--- src/rtl/fetch_unit.sv ---
`default_nettype none
// ============================================================================
// Module   : fetch_unit
// Brief    : miniRV instruction fetch: PC, ROM address, IF/ID register,
//            EX-stage redirect resolution and hazard stall handling.
//            Optional perf counters enabled by defining FETCH_PERF_CNT_EN.
// Revision : 1.0 - initial release
// ============================================================================
module fetch_unit #(
   parameter logic [31:0] RESET_PC = 32'h0000_0000,
   parameter logic [31:0] NOP_INST = 32'h0000_0013,
   parameter int          CNT_W    = 32
) (
   input  logic              clk,
   input  logic              rst_n,
   output logic [31:0]       irom_pc,
   input  logic [31:0]       irom_inst,
   input  logic              stall,
   input  logic              ex_valid,
   input  logic [1:0]        ex_npc_op,
   input  logic              ex_br_true,
   input  logic [31:0]       ex_pc,
   input  logic [31:0]       ex_imm,
   input  logic [31:0]       ex_alu_c,
   output logic              redirect,
`ifdef FETCH_PERF_CNT_EN
   output logic [CNT_W-1:0]  perf_fetched,
   output logic [CNT_W-1:0]  perf_flushed,
   output logic [CNT_W-1:0]  perf_stalled,
`endif
   output logic              id_valid,
   output logic [31:0]       id_pc,
   output logic [31:0]       id_pc4,
   output logic [31:0]       id_inst
);

   localparam logic [1:0]  c_npc_jal    = 2'b01;
   localparam logic [1:0]  c_npc_branch = 2'b10;
   localparam logic [1:0]  c_npc_jalr   = 2'b11;
   localparam logic [31:0] c_align_mask = 32'hFFFF_FFFC;

   typedef enum logic [0:0] {
      BOOT = 1'b0,
      RUN  = 1'b1
   } state_t;

   state_t      r_state;
   state_t      w_state_nxt;
   logic [31:0] r_pc;
   logic        r_id_valid;
   logic [31:0] r_id_pc;
   logic [31:0] r_id_pc4;
   logic [31:0] r_id_inst;

   logic        w_redirect;
   logic [31:0] w_target;
   logic [31:0] w_pc_plus4;
   logic [31:0] w_pc_nxt;
   logic        w_id_valid_nxt;
   logic [31:0] w_id_pc_nxt;
   logic [31:0] w_id_pc4_nxt;
   logic [31:0] w_id_inst_nxt;
   logic        w_do_advance;
   logic        w_do_flush;
   logic        w_do_stall;

   assign w_pc_plus4 = r_pc + 32'd4;

   always_comb begin
      w_redirect = 1'b0;
      w_target   = ex_pc + ex_imm;
      if (ex_valid) begin
         case (ex_npc_op)
            c_npc_jal:    w_redirect = 1'b1;
            c_npc_branch: w_redirect = ex_br_true;
            c_npc_jalr: begin
               w_redirect = 1'b1;
               w_target   = ex_alu_c;
            end
            default:      w_redirect = 1'b0;
         endcase
      end
      w_target = w_target & c_align_mask;
   end

   always_ff @(posedge clk or negedge rst_n) begin
      if (!rst_n) begin
         r_state <= BOOT;
      end else begin
         r_state <= w_state_nxt;
      end
   end

   // Redirect outranks stall: the held ID instruction is younger than EX and dies.
   always_comb begin
      w_state_nxt    = r_state;
      w_pc_nxt       = r_pc;
      w_id_valid_nxt = r_id_valid;
      w_id_pc_nxt    = r_id_pc;
      w_id_pc4_nxt   = r_id_pc4;
      w_id_inst_nxt  = r_id_inst;
      w_do_advance   = 1'b0;
      w_do_flush     = 1'b0;
      w_do_stall     = 1'b0;
      case (r_state)
         BOOT: begin
            w_state_nxt    = RUN;
            w_pc_nxt       = RESET_PC;
            w_id_valid_nxt = 1'b0;
            w_id_pc_nxt    = 32'd0;
            w_id_pc4_nxt   = 32'd0;
            w_id_inst_nxt  = NOP_INST;
         end
         RUN: begin
            w_state_nxt = RUN;
            if (w_redirect) begin
               w_do_flush     = 1'b1;
               w_pc_nxt       = w_target;
               w_id_valid_nxt = 1'b0;
               w_id_pc_nxt    = 32'd0;
               w_id_pc4_nxt   = 32'd0;
               w_id_inst_nxt  = NOP_INST;
            end else if (stall) begin
               w_do_stall = 1'b1;
            end else begin
               w_do_advance   = 1'b1;
               w_pc_nxt       = w_pc_plus4;
               w_id_valid_nxt = 1'b1;
               w_id_pc_nxt    = r_pc;
               w_id_pc4_nxt   = w_pc_plus4;
               w_id_inst_nxt  = irom_inst;
            end
         end
         default: begin
            w_state_nxt = BOOT;
         end
      endcase
   end

   always_ff @(posedge clk or negedge rst_n) begin
      if (!rst_n) begin
         r_pc       <= RESET_PC;
         r_id_valid <= 1'b0;
         r_id_pc    <= 32'd0;
         r_id_pc4   <= 32'd0;
         r_id_inst  <= NOP_INST;
      end else begin
         r_pc       <= w_pc_nxt;
         r_id_valid <= w_id_valid_nxt;
         r_id_pc    <= w_id_pc_nxt;
         r_id_pc4   <= w_id_pc4_nxt;
         r_id_inst  <= w_id_inst_nxt;
      end
   end

`ifdef FETCH_PERF_CNT_EN
   localparam logic [CNT_W-1:0] c_cnt_one = CNT_W'(1);

   logic [CNT_W-1:0] r_cnt_fetched;
   logic [CNT_W-1:0] r_cnt_flushed;
   logic [CNT_W-1:0] r_cnt_stalled;

   // Counters stick at all-ones rather than wrapping.
   always_ff @(posedge clk or negedge rst_n) begin
      if (!rst_n) begin
         r_cnt_fetched <= '0;
         r_cnt_flushed <= '0;
         r_cnt_stalled <= '0;
      end else begin
         if (w_do_advance && (r_cnt_fetched != '1)) begin
            r_cnt_fetched <= r_cnt_fetched + c_cnt_one;
         end
         if (w_do_flush && (r_cnt_flushed != '1)) begin
            r_cnt_flushed <= r_cnt_flushed + c_cnt_one;
         end
         if (w_do_stall && (r_cnt_stalled != '1)) begin
            r_cnt_stalled <= r_cnt_stalled + c_cnt_one;
         end
      end
   end

   assign perf_fetched = r_cnt_fetched;
   assign perf_flushed = r_cnt_flushed;
   assign perf_stalled = r_cnt_stalled;
`else
   logic w_unused_perf;
   assign w_unused_perf = w_do_advance ^ w_do_flush ^ w_do_stall ^ (CNT_W > 0);
`endif

   assign irom_pc  = r_pc;
   assign redirect = w_redirect;
   assign id_valid = r_id_valid;
   assign id_pc    = r_id_pc;
   assign id_pc4   = r_id_pc4;
   assign id_inst  = r_id_inst;

endmodule
`default_nettype wire

--- config.mk ---
export PLATFORM = sky130hd
export DESIGN_NAME = fetch_unit
export DESIGN_NICKNAME = d
export VERILOG_FILES = /design/src/rtl/fetch_unit.sv
export SDC_FILE = /design/constraint.sdc
export NUM_CORES = 1
export LEC_CHECK = 0
export CAP_MARGIN = 40
export CORE_AREA = 4 4 146 148
export DETAILED_ROUTE_END_ITERATION = 10
export DIE_AREA = 0 0 150 152
export MAX_ROUTING_LAYER = met4
export PLACE_DENSITY_LB_ADDON = 0.25
export SYNTH_ARGS = -nofsm -noshare
export SYNTH_HDL_FRONTEND = slang
export SYNTH_SLANG_ARGS = --single-unit
--- constraint.sdc ---
create_clock -name clk -period 5.43 [get_ports clk]
set_input_delay 0.543 -clock clk [delete_from_list [all_inputs] [get_ports clk]]
set_output_delay 0.543 -clock clk [all_outputs]
set_load 0.005 [all_outputs]
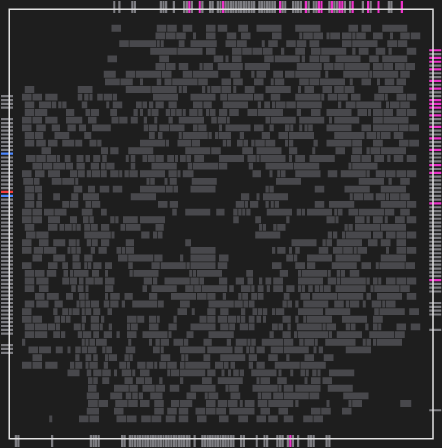
*Pin map, run 1*
Pins as bars across the die edge, other pins in grey.
Key: magenta = id_inst [pins 32, direction output, edge 17 east, 14 north, 1 south]; red = ex_valid [pins 1, direction input, edge west]; blue = ex_npc_op [pins 2, direction input, edge west]
All pins by edge: 70 east, 67 north, 64 south, 64 west.
Horiz. Die Dim: 150 um
port bufs: 260

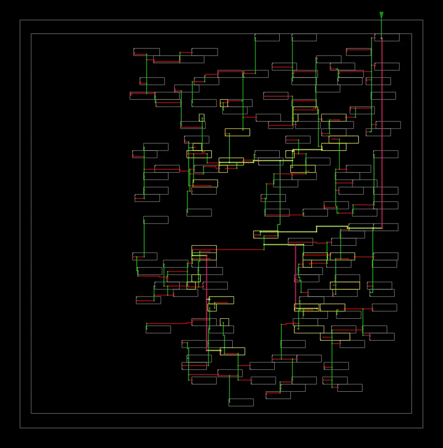
*The clock network, run 1*
CTS Buf Count: 17
Flop Count: 125

==> CHANGELOG.md, run 1 <==
### Implementation results

* Via count of the first global-routing pass at 6773
* Slowest CP cell: nand2_2
* Mapped Cells at 848
* Layout Skew at 8.68 ps
* First-pass GRT wire length at 37000 um
* Critical path depth at 6
* Critical R2R Capture: irom_pc[27]
* DR WL met3 at 1500 um
* Critical path cell sequence: clkdlybuf4s50_1, a21o_1, nand2_2, clkinv_1, buf_4, clkdlybuf4s50_1
* Clock power frac at 41.8%
* Met1 wire length at 11100 um
* Final clock-cell share at 5.64%
* CP dominant cell by count: clkdlybuf4s50_1
* Status: complete, no violations
* Headroom to the max-slew limit at 41.1%
* Power Clock at 0.00122 W
* CTS tree: done
* Total gr overflow at 0
* CTS sink cnt at 125
* Gate power share at 22.2%
* H-tree Lvls at 4
* Worst flop-to-flop path startpoint: irom_pc[17]
* Non-clock buffer share of cell area at 23.8%
* Top power group: clock
* Synth Seq Share at 39.8%
* Yosys stat chip area at 7880 um2
* PD cells at 259 nW/um2
* Clock transition at path regs at 60 ps
* Cell Type Count at 77
* Commonest Layout Cell: clkdlybuf4s50_1
* # fillers at 1850
* Yosys adder share at 4.93%
* CP startpoint: ex_npc_op[1]
* Top-Level Pins at 265
* Clk_buf instances at 17
* Hpwl dp at 17600 um
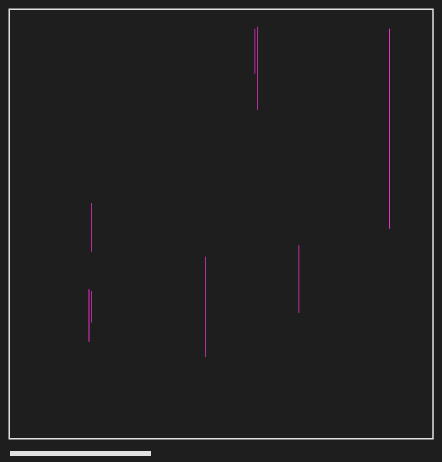
*Signal wires on met4, run 1*
Bar = 50 um.
The layer holds 0.95% of the routed length. The layer carries 221 um of wire. 7 nets have wire on it.
wirelength, routed: 23400 um
via count: 7035

-- run 1: cells in the mapped netlist, types with 10 or more instances --
cell	number	area, um2
dfrtp_1	122	3050
clkbuf_1	27	101
xnor2_1	34	298
ha_1	31	388
or3_1	10	62.6
a211oi_1	18	135
mux2i_1	68	681
nand4_1	13	81.3
a21oi_1	71	355
nor2_1	144	541
xor2_1	36	315
nand3_1	21	105
a21o_1	18	135
o21ai_0	22	110
nand2_1	51	191
buf_2	11	55.1
-- run 1: flip-flops by register name, summed over array words and instances (netlist names) --
signal and count:
id_valid 1, r_state 1, irom_pc 30, id_pc 31, id_inst 32, id_pc4 30
-- run 1: layer usage --
layer,up-vias,track usage [%]
li1,3454,-
met1,3341,28.8
met2,223,30.8
met3,17,4.08
met4,0,4.84
met5,-,-
### Cells by drive strength, run 1

Bar = 50 um.
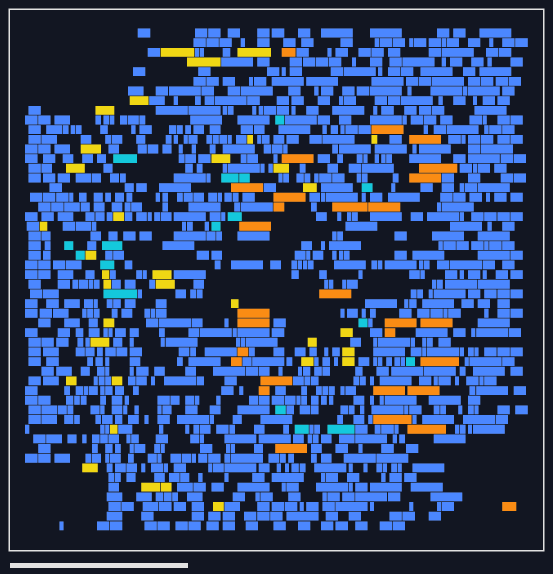

==> run 1 -> run 2 <==
==> constraint.sdc (replaced) <==
create_clock -name clk -period 3 [get_ports clk]
set_input_delay 0.3 -clock clk [delete_from_list [all_inputs] [get_ports clk]]
set_output_delay 0.3 -clock clk [all_outputs]
set_load 0.005 [all_outputs]
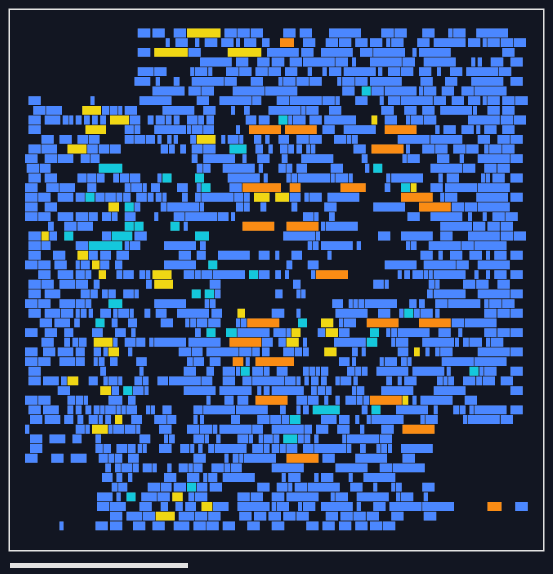
*Cells by drive strength, run 2*
Bar = 50 um.
Key: orange = x6 and larger [cells 24]; blue = x1 and smaller [cells 1009]; cyan = x3 and x4 [cells 39]; yellow = x2 [cells 36]
number of non-clock buffers in the layout: 287
synthesis-to-finish area growth: 43.7%

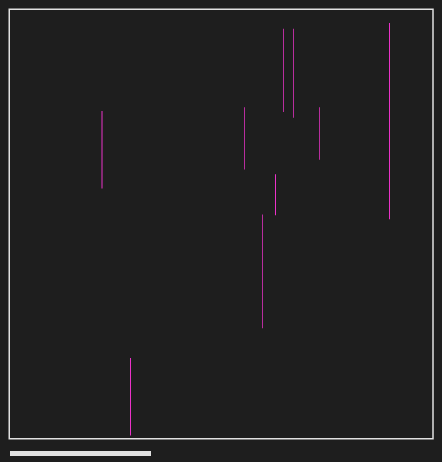
*Signal wires on met4, run 2*
Bar = 50 um.
The longest straight run is 69.4 um. The wires run mostly vertical.
via count: 7070
wirelength, routed: 23700 um

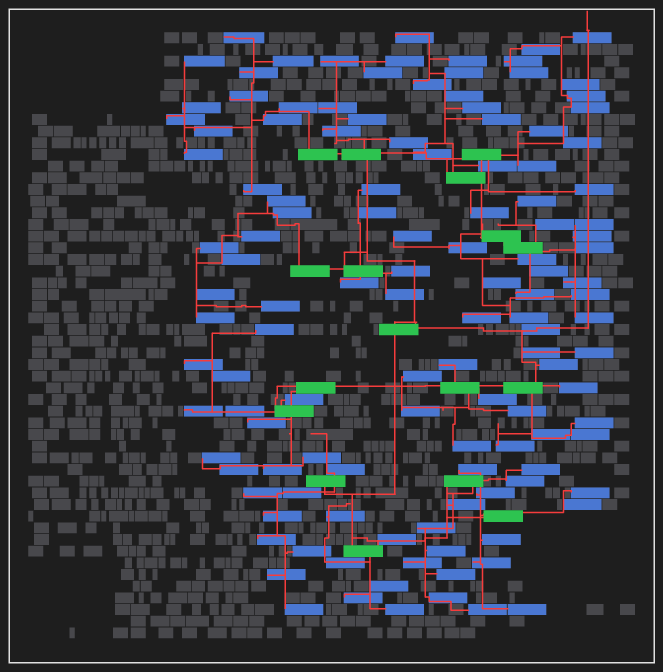
*Clock distribution, run 2*
Key: green = clock-net drivers [count 17]; blue = flip-flops [count 125]; red = clock wires [length 1730 um]
There are 18 routed clock nets.
Layout Skew: 12.8 ps
Skew-Pair Late Insertion Delay: 420 ps
Power Clock: 0.00201 W
Clock power frac: 39.4%

==> CHANGELOG.md, run 2 <==
### Implementation results

* Met1 wire length at 11300 um (+2.5%)
* Most frequent cell after synthesis: nor2_1
* Sw Pwr at 0.00147 W
* Critical path cell sequence: clkdlybuf4s50_1, ha_1, or2_1, o221ai_2, a2111o_1, nand4_1, a21oi_1, nor2b_1, o32ai_1, a211oi_1, a31o_1
* Gr busiest metal: met2
* Yosys adder share at 4.93% (unchanged)
* Port bufs at 260 (unchanged)
* Non-clock buffer share of cell area at 24.9% (+1.1 points)
* First-pass GRT wire length at 37600 um (+1.6%)
* Slowest CP cell: clkdlybuf4s50_1
* CP startpoint: ex_pc[3]
* First-pass iteration count of the detailed router at 5
* CTS Buf Count at 17 (unchanged)
* Total gr overflow at 0 (unchanged)
* Dominant cell area share at 38.8% (unchanged)
* Clock transition at path regs at 60 ps (about the same)
* Met1 global-route usage at 30.0% (+1.1 points)
* Headroom to the max-slew limit at 51.2% (+10 points)
* Top cells by area: dfrtp_1 39%, mux2i_1 8.6%, nor2_1 6.9%, ha_1 4.9%, a21oi_1 4.5%
* Horiz. Die Dim at 150 um (unchanged)
* Clk_buf instances at 18 (+1)
* CTS sink cnt at 125 (unchanged)
* Critical path depth at 11 (+5)
* # fillers at 1852 (+0.11%)
* PD cells at 451 nW/um2 (+74%)
* Critical path class: in2reg
* Final clock-cell share at 5.09% (-0.56 points)
* Status: complete, no violations
* Top cells by count: 144 x nor2_1, 122 x dfrtp_1, 71 x a21oi_1
* Met2 usage at 31.1% (+0.26 points)
* Worst flop-to-flop path startpoint: irom_pc[9]
* DR WL met3 at 1470 um (-2.2%)
* Met3 GRT Util at 5.00% (+0.92 points)
* H-tree Lvls at 4 (unchanged)
* Max reg flops at 32 (unchanged)
* Top power group: clock
* Flop Count at 125 (unchanged)
* Top-Level Pins at 265 (unchanged)
* Commonest Layout Cell: clkdlybuf4s50_1
* Via count of the first global-routing pass at 6839 (+0.97%)
* Gate power share at 23.7% (+1.5 points)
* CTS tree: done
* Mapped Cells at 848 (unchanged)
* Cell Type Count at 77 (unchanged)
* Yosys top cell by area: dfrtp_1
[run 2: cell counts after synthesis]
No cell type changed its count.
[run 2: metrics by stage]
step                      instances  util (%)  area, um2  total power [W]  hold slack (ps)
after CTS                      1378      56.4      11300          0.00515              412
after global routing           1379      56.5      11300          0.00536              433
after floorplan                 849         -       7880          0.00254             4.41
final                          1379      56.5      11300          0.00510              398
after global placement         1345      53.5      10700          0.00311              306
after detailed placement       1345      53.5      10700          0.00312              302
[run 2: logic make-up after synthesis]
group | after synthesis
buffers and inverters | 70
and+or+nand+nor | 283
AOI/OAI and AO/OA | 199
other | 2
DFF | 125
xor gates and xnor gates | 70
muxes | 68
adders and majority gates | 31
Power and IR drop assume default switching activity.
